--- src/rtl/imem_loader.sv ---
// imem_loader: packs a valid/ready byte stream big-endian into 32-bit words and writes them to instruction memory.
module imem_loader #(
  parameter int ADDR_W    = 11,
  parameter int MAX_WORDS = 2048
) (
  input  logic              clk,
  input  logic              reset,
  input  logic              start,
  input  logic              byte_valid,
  input  logic [7:0]        byte_in,
  input  logic              byte_last,
  output logic              byte_ready,
  output logic              mem_we,
  output logic [ADDR_W-1:0] mem_addr,
  output logic [31:0]       mem_wdata,
  output logic              busy,
  output logic              done,
  output logic              error,
  output logic [ADDR_W:0]   word_count
);
  typedef enum logic [1:0] {IDLE, LOAD, DONE} state_t;
  localparam logic [ADDR_W:0] MAX = MAX_WORDS[ADDR_W:0];
  state_t state_q, state_d;
  logic [1:0] idx_q, idx_d;
  logic [31:0] pack_q, pack_d, wdata_q, wdata_d, word;
  logic [ADDR_W:0] cnt_q, cnt_d;
  logic [ADDR_W-1:0] addr_q, addr_d;
  logic we_q, we_d, err_q, err_d;
  logic acc, fin;
  // cnt_q doubles as the write pointer: every written word advances both together
  always_comb begin
    state_d = state_q;
    idx_d = idx_q;
    pack_d = pack_q;
    cnt_d = cnt_q;
    addr_d = addr_q;
    wdata_d = wdata_q;
    we_d = 1'b0;
    err_d = err_q;
    acc = state_q == LOAD && byte_valid;
    word = pack_q | ({24'd0, byte_in} << (5'd24 - {idx_q, 3'b000}));
    fin = acc && (idx_q == 2'd3 || byte_last);
    if (state_q != LOAD && start) begin
      state_d = LOAD;
      idx_d = 2'd0;
      pack_d = 32'd0;
      cnt_d = '0;
      err_d = 1'b0;
    end
    if (acc) begin
      idx_d = idx_q + 2'd1;
      pack_d = word;
    end
    if (fin) begin
      idx_d = 2'd0;
      pack_d = 32'd0;
      if (cnt_q == MAX) err_d = 1'b1;
      else begin
        we_d = 1'b1;
        addr_d = cnt_q[ADDR_W-1:0];
        wdata_d = word;
        cnt_d = cnt_q + 1'b1;
      end
    end
    if (acc && byte_last) state_d = DONE;
  end
  always_ff @(posedge clk or posedge reset) begin
    if (reset) begin
      state_q <= IDLE;
      idx_q <= 2'd0;
      pack_q <= 32'd0;
      cnt_q <= '0;
      addr_q <= '0;
      wdata_q <= 32'd0;
      we_q <= 1'b0;
      err_q <= 1'b0;
    end else begin
      state_q <= state_d;
      idx_q <= idx_d;
      pack_q <= pack_d;
      cnt_q <= cnt_d;
      addr_q <= addr_d;
      wdata_q <= wdata_d;
      we_q <= we_d;
      err_q <= err_d;
    end
  end
  assign byte_ready = state_q == LOAD;
  assign busy = state_q == LOAD;
  assign done = state_q == DONE;
  assign mem_we = we_q;
  assign mem_addr = addr_q;
  assign mem_wdata = wdata_q;
  assign error = err_q;
  assign word_count = cnt_q;
endmodule

--- config.mk ---
export PLATFORM = sky130hd
export DESIGN_NAME = imem_loader
export DESIGN_NICKNAME = d
export VERILOG_FILES = /design/src/rtl/imem_loader.sv
export SDC_FILE = /design/constraint.sdc
export NUM_CORES = 1
export LEC_CHECK = 0
export ABC_AREA = 1
export CORE_UTILIZATION = 50
export CTS_BUF_LIST = sky130_fd_sc_hd__clkbuf_2
export CTS_CLUSTER_DIAMETER = 150
export DETAILED_ROUTE_END_ITERATION = 12
export PLACE_DENSITY = 0.74
export SLEW_MARGIN = 40
export SYNTH_ARGS = -nofsm -noshare
export SYNTH_HDL_FRONTEND = slang
export SYNTH_SLANG_ARGS = --single-unit
--- constraint.sdc ---
create_clock -name clk -period 3.2 [get_ports clk]
set_clock_uncertainty 0.1 [all_clocks]
set_input_delay 0.32 -clock clk [delete_from_list [all_inputs] [get_ports clk]]
set_output_delay 0.32 -clock clk [all_outputs]
set_load 0.02 [all_outputs]
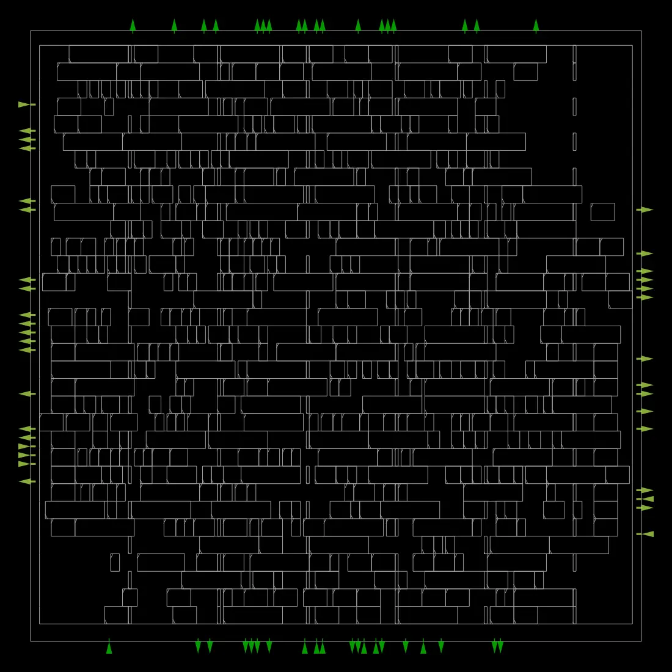
(images/final_placement.png)
flop share of the area: 0.448
flop count: 93
total core area: 8260 µm²

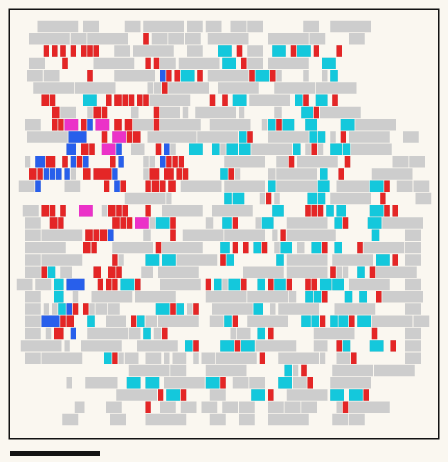
(images/gate_families.png)
Bar = 20 µm.
NAND gates: shown in red, cells 168, most used nand2_1, where spread over the die. NOR gates: shown in blue, cells 23, most used nor2_1. XOR/XNOR gates: shown in magenta, cells 6, most used xor2_1. inverting AOI/OAI gates: shown in cyan, cells 100.

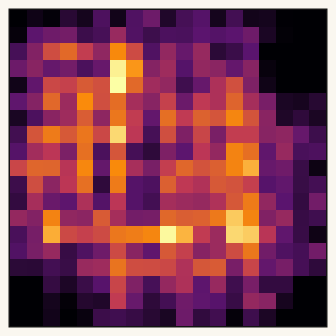
(images/wire_density.png)
19 x 19 tiles, from black (low) to pale yellow (high), scaled to the fullest tile. Values are wire area over tile area, all layers added.
The fullest tile reaches 0.49. 9.7% of the tiles are nearly empty. 27% of the tiles are over half the peak. The mean over all tiles is 0.17. The emptiest ninth of the die: north-east.

==> run summary <==
fresh numbers from the pnr run: router iterations before antenna repair=4, share of cells above drive strength 1=0.133, status=finished, final reports clean, Clk power=654 µW, Seq. pwr=1430 µW, count of library flops with an enable pin=0, Internal=1980 µW, final std cells w/o fill=647, Slew Viols, Final=0, crit path DRT=2.78 ns, Post-synth regs=93, largest net degree at the start of global routing=51, clk root buf=clkbuf_2, post-route cell area=5190 µm², Max Clk Rate=442 MHz, Post-Route WL=9370 µm, max-cap violations=0, sequential standard cell area=2330 µm², io pins=73, chip area line of the yosys report=4300 µm², top power group=sequential cells, yosys adder share=0.00872, Clk Latency, worst-skew pair=0.54 ns, I/O Buffers=72, sw frac=0.356, synthesized area per cell=9.10 µm², area fraction in mux cells=0
Power figures rest on the tool's default switching activity, not on a simulated workload.
